**src/rtl/paint_scheduler_if.sv**
```systemverilog
// Handshake/bus bundle between the paint scheduler, its painter pipeline and the framebuffer sink.
// The master side is the scheduler; the slave side is the painter/sink environment.
interface paint_scheduler_if #(
  parameter int FRAME_BITS = 16
);
  logic                  go;
  logic                  stall;
  logic [FRAME_BITS-1:0] frame;
  logic [5:0]            x;
  logic [5:0]            y;
  logic [23:0]           rgb24;
  logic                  wr_en;
  logic [12:0]           wr_addr;
  logic [23:0]           wr_data;
  logic                  buf_sel;
  logic                  busy;
  logic                  frame_done;

  modport master (
    input  go, stall, rgb24,
    output frame, x, y, wr_en, wr_addr, wr_data, buf_sel, busy, frame_done
  );

  modport slave (
    output go, stall, rgb24,
    input  frame, x, y, wr_en, wr_addr, wr_data, buf_sel, busy, frame_done
  );
endinterface

```
**src/rtl/paint_scheduler.sv**
```systemverilog
// Raster scheduler for a 64x64 double-buffered framebuffer: issues pixel coordinates to a
// fixed-latency painter and writes its results into the back buffer, then flips buffers.
module paint_scheduler #(
  parameter int FRAME_BITS = 16,
  parameter int LATENCY    = 3
) (
  input logic               clk,
  input logic               resetn,
  paint_scheduler_if.master bus
);

  typedef enum logic [1:0] {
    IDLE  = 2'd0,
    ISSUE = 2'd1,
    DRAIN = 2'd2
  } state_t;

  state_t                r_state;
  state_t                w_state_nxt;
  logic [5:0]            r_x;
  logic [5:0]            r_y;
  logic [FRAME_BITS-1:0] r_frame;
  logic                  r_buf_sel;
  logic                  r_frame_done;
  logic [LATENCY-1:0]    r_vld;
  logic [12:0]           r_addr [LATENCY];
  logic                  w_issue;
  logic                  w_last_write;
  logic                  w_frame_end;

  // The last pixel of a frame is the only one whose {y, x} is all ones.
  assign w_last_write = r_vld[LATENCY-1] && (r_addr[LATENCY-1][11:0] == 12'hFFF);

  // NOTE: every signal written here gets a default first, so no path leaves it unassigned (no latch).
  always_comb begin
    w_state_nxt = r_state;
    w_issue     = 1'b0;
    w_frame_end = 1'b0;
    unique case (r_state)
      IDLE: begin
        if (bus.go) w_state_nxt = ISSUE;
      end
      ISSUE: begin
        w_issue = !bus.stall;
        if (w_issue && (r_x == 6'd63) && (r_y == 6'd63)) w_state_nxt = DRAIN;
      end
      DRAIN: begin
        if (w_last_write) begin
          w_state_nxt = IDLE;
          w_frame_end = 1'b1;
        end
      end
      default: w_state_nxt = IDLE;
    endcase
  end

  // NOTE: sequential state uses non-blocking assignments so every register samples pre-edge values.
  always_ff @(posedge clk or negedge resetn) begin
    if (!resetn) r_state <= IDLE;
    else         r_state <= w_state_nxt;
  end

  // The 12-bit {y, x} raster counter wraps to 0 after (63,63), leaving x = y = 0 for DRAIN/IDLE.
  always_ff @(posedge clk or negedge resetn) begin
    if (!resetn) begin
      r_x <= '0;
      r_y <= '0;
    end else if (w_issue) begin
      {r_y, r_x} <= {r_y, r_x} + 12'd1;
    end
  end

  always_ff @(posedge clk or negedge resetn) begin
    if (!resetn) begin
      r_frame      <= '0;
      r_buf_sel    <= 1'b0;
      r_frame_done <= 1'b0;
    end else begin
      r_frame_done <= w_frame_end;
      if (w_frame_end) begin
        r_frame   <= r_frame + FRAME_BITS'(1);
        r_buf_sel <= ~r_buf_sel;
      end
    end
  end

  // Delay line matching the painter: advances every cycle, stalls only insert bubbles.
  // NOTE: the address stages are reset along with the valids so reset leaves no stale write state.
  always_ff @(posedge clk or negedge resetn) begin
    if (!resetn) begin
      r_vld <= '0;
      for (int k = 0; k < LATENCY; k++) r_addr[k] <= '0;
    end else begin
      r_vld[0]  <= w_issue;
      r_addr[0] <= {r_buf_sel, r_y, r_x};
      for (int k = 1; k < LATENCY; k++) begin
        r_vld[k]  <= r_vld[k-1];
        r_addr[k] <= r_addr[k-1];
      end
    end
  end

  assign bus.frame      = r_frame;
  assign bus.x          = r_x;
  assign bus.y          = r_y;
  assign bus.wr_en      = r_vld[LATENCY-1];
  assign bus.wr_addr    = r_addr[LATENCY-1];
  assign bus.wr_data    = bus.rgb24;
  assign bus.buf_sel    = r_buf_sel;
  assign bus.busy       = (r_state != IDLE);
  assign bus.frame_done = r_frame_done;

endmodule

```
**src/flat_wrapper.sv**
```systemverilog
// flat-port wrapper written by rule: the top's interface ports become plain ports
module paint_scheduler_flat 
#(
  parameter int FRAME_BITS = 16,
  parameter int LATENCY    = 3
)
  (clk, resetn, bus_go, bus_stall, bus_rgb24, bus_frame, bus_x, bus_y, bus_wr_en, bus_wr_addr, bus_wr_data, bus_buf_sel, bus_busy, bus_frame_done);
  paint_scheduler_if #(.FRAME_BITS(FRAME_BITS)) bus_i ();
  input logic clk;
  input logic resetn;
  input wire logic [$bits(bus_i.go)-1:0] bus_go;
  input wire logic [$bits(bus_i.stall)-1:0] bus_stall;
  input wire logic [$bits(bus_i.rgb24)-1:0] bus_rgb24;
  output wire logic [$bits(bus_i.frame)-1:0] bus_frame;
  output wire logic [$bits(bus_i.x)-1:0] bus_x;
  output wire logic [$bits(bus_i.y)-1:0] bus_y;
  output wire logic [$bits(bus_i.wr_en)-1:0] bus_wr_en;
  output wire logic [$bits(bus_i.wr_addr)-1:0] bus_wr_addr;
  output wire logic [$bits(bus_i.wr_data)-1:0] bus_wr_data;
  output wire logic [$bits(bus_i.buf_sel)-1:0] bus_buf_sel;
  output wire logic [$bits(bus_i.busy)-1:0] bus_busy;
  output wire logic [$bits(bus_i.frame_done)-1:0] bus_frame_done;
  assign bus_i.go = bus_go;
  assign bus_i.stall = bus_stall;
  assign bus_i.rgb24 = bus_rgb24;
  assign bus_frame = bus_i.frame;
  assign bus_x = bus_i.x;
  assign bus_y = bus_i.y;
  assign bus_wr_en = bus_i.wr_en;
  assign bus_wr_addr = bus_i.wr_addr;
  assign bus_wr_data = bus_i.wr_data;
  assign bus_buf_sel = bus_i.buf_sel;
  assign bus_busy = bus_i.busy;
  assign bus_frame_done = bus_i.frame_done;
  paint_scheduler #(.FRAME_BITS(FRAME_BITS), .LATENCY(LATENCY)) u_core (.clk(clk), .resetn(resetn), .bus(bus_i));
endmodule
```
**config.mk**
```make
export PLATFORM = sky130hd
export DESIGN_NAME = paint_scheduler_flat
export DESIGN_NICKNAME = d
export VERILOG_FILES = /design/src/rtl/paint_scheduler_if.sv /design/src/rtl/paint_scheduler.sv /design/src/flat_wrapper.sv
export SDC_FILE = /design/constraint.sdc
export NUM_CORES = 1
export LEC_CHECK = 0
export CAP_MARGIN = 20
export CORE_ASPECT_RATIO = 0.8
export CORE_MARGIN = 2
export CORE_UTILIZATION = 35
export DETAILED_ROUTE_END_ITERATION = 10
export GPL_TIMING_DRIVEN = 0
export SYNTH_ARGS = -nofsm -noshare
export SYNTH_HDL_FRONTEND = slang
export SYNTH_SLANG_ARGS = --single-unit
export TNS_END_PERCENT = 50
```
**constraint.sdc**
```tcl
create_clock -name clk -period 2 [get_ports clk]
set_input_delay 0.5 -clock clk [delete_from_list [all_inputs] [get_ports clk]]
set_output_delay 0.5 -clock clk [all_outputs]
set_load 0.05 [all_outputs]
```
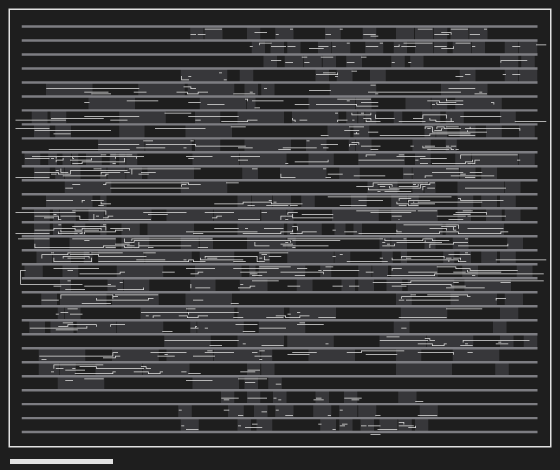
(M1 wires)
The bar under the picture is 20 um long. Supply wires on this layer in gray. Cells faint in the background.
share of all routed wire	46%
longest straight run	30.4 um
via count: 1710
total wire length: 5.06 mm
GR Layer Usage met1: 17.1%

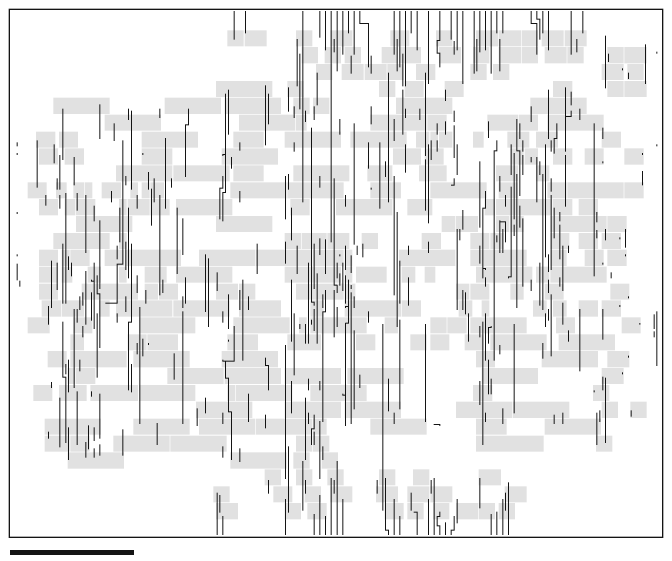
(M2 wires)
The bar under the picture is 20 um long. Cells faint in the background.
share of all routed wire	45%
longest straight run	37.1 um
main direction	vertical
nets with wire on the layer	280
GR Layer Usage met2: 17.7%

==> reports/metrics.cfg <==
[global_route]
grtUsageMet3_pct = 6.52
grt_max_degree = 75
grt_use_total_pct = 12.6
gr-total-overflow = 0

[power_and_ir_drop]
top_power_group = registers
p_seq_mw = 1.95
power.total_mw = 4.15
powerClk_mw = 1.12
combPwrFrac_pct = 26.1
powerDensity_nw_per_um2 = 1080
p_int_mw = 2.72
seq_power_share_pct = 46.9
p_sw_share_pct = 34.5
clock_power_share_pct = 27.0

[floorplan]
coreArea_um2 = 7910
die_h_um = 84.8
core.rowCount = 29
pin_count = 97
initial_core_util_pct = 36.1

[logic_synthesis]
compound_area_share_pct = 0
yosys_most_used_dff = dfrtp_1
ys_cells = 204
avgSynthCellArea_um2 = 14.0
synth-edff-count = 0
yosys.area.top_type = dfrtp_1
yosys.area_share.simple_pct = 14.4
top_cell_area_share_pct = 64.8
yosysWarnings = 0
ys_chip_area_um2 = 2860
syn-num-nets = 234
logic_family = simple AND/OR/NAND/NOR gates
ys_top_cells_by_area = dfrtp_1 (65%), buf_4 (9.7%), xnor2_1 (5.5%)
xor_share_pct = 8.28
mux_area_share_pct = 1.18
ys_ff = 74
yosysMostFrequentCell = dfrtp_1

[final_layout]
layout_top_cell = dfrtp_1
final.clkbuf_count = 12
utilization_pct = 48.5
comb_share_pct = 18.4
sh_seq_area_pct = 48.2
n_all_inverters = 1
layout_top_cells = dfrtp_1 (74), buf_4 (45), dlygate4sd2_1 (35), clkdlybuf4s50_1 (27), xnor2_1 (18)
drive_gt1_share_pct = 27.1
largest_reg_flops = 26
nMultiInputCombCells = 90
logic_area_um2 = 707
fin_cells = 400
num-nets-final = 317
antenna_cells = 0
dominant_cells = registers

[route]
wl_met1_mm = 2.34
via_per_inst = 4.28
antenna_left = 0
wl_per_cell_um = 12.6
dr.pass1.iters = 4

[setup_path]
cp_num_cells = 1
cp.required_ps = 1500
crit_arrival_ps = 1440
start_kind = flip-flop
crit_end = bus_frame_done
rr_worst_depth = 5
rrSetupSlack_ps = 340
path_max_fanout = 1
cp_num_buf_inv = 1

[clocking]
clk_latency_ps = 340
cts.sinks = 74
clockBufferDepth = 2
cts_resized = 44
htree_levels = 3
root_buffer = clkbuf_8
holdBufCountCts = 0

[timing]
fin_skew_ps = 9.05
worstMarginPinSlew_ps = 902
timing.final.ws_setup_ps = 59.9
setup_viol = 0
min_period_ps = 1940
hold_viol = 0
tns_ps = 0
relSlewSlack_pct = 39.9
fmax_ghz = 0.515

[placement]
port_buffers = 72
dp_slack_ps = -47.7
placedInstanceArea_um2 = 3710

[outcome]
status = completed

[worst_hold_path]
hp-class = input pin to asynchronous set/reset pin

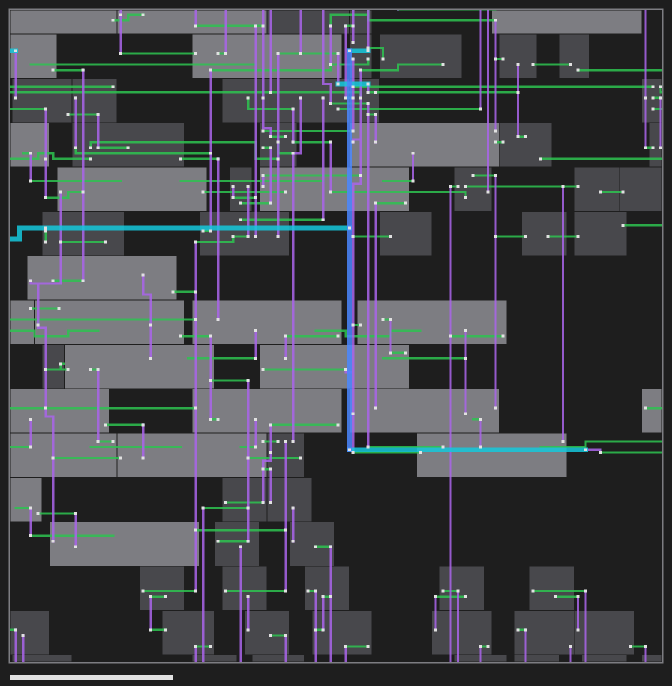
(a small window of the routed layout)
The bar under the picture is 10 um long. Region (33, 5) to (73, 45) um. Cells in gray, sequential cells in the stronger gray; small squares are vias.
color	layer
cyan	metal 3
blue	metal 4
green	metal 1
purple	metal 2
netlist names of flops here include	u_core.bus.wr_addr (8), u_core.r_addr (6), u_core.r_vld (3)
sequential cells in the window	20
most frequent	dfrtp_1 (20), buf_4 (13), clkdlybuf4s50_1 (5)
cells with their middle in the window	61

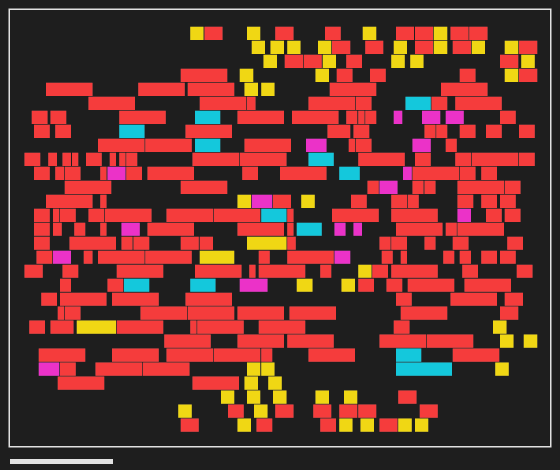
(cell sizes after repair)
The bar under the picture is 20 um long.
color	size	cells	share	most used
red	_0 and _1 cells	213	73%	dfrtp_1
yellow	_3 and _4 cells	50	17%	buf_4
magenta	_2 cells	17	5.8%	nand3_2
cyan	_6 and larger	12	4.1%	clkbuf_8
Area growth syn-to-layout: 34.4%
count of plain and timing-repair buffers: 111

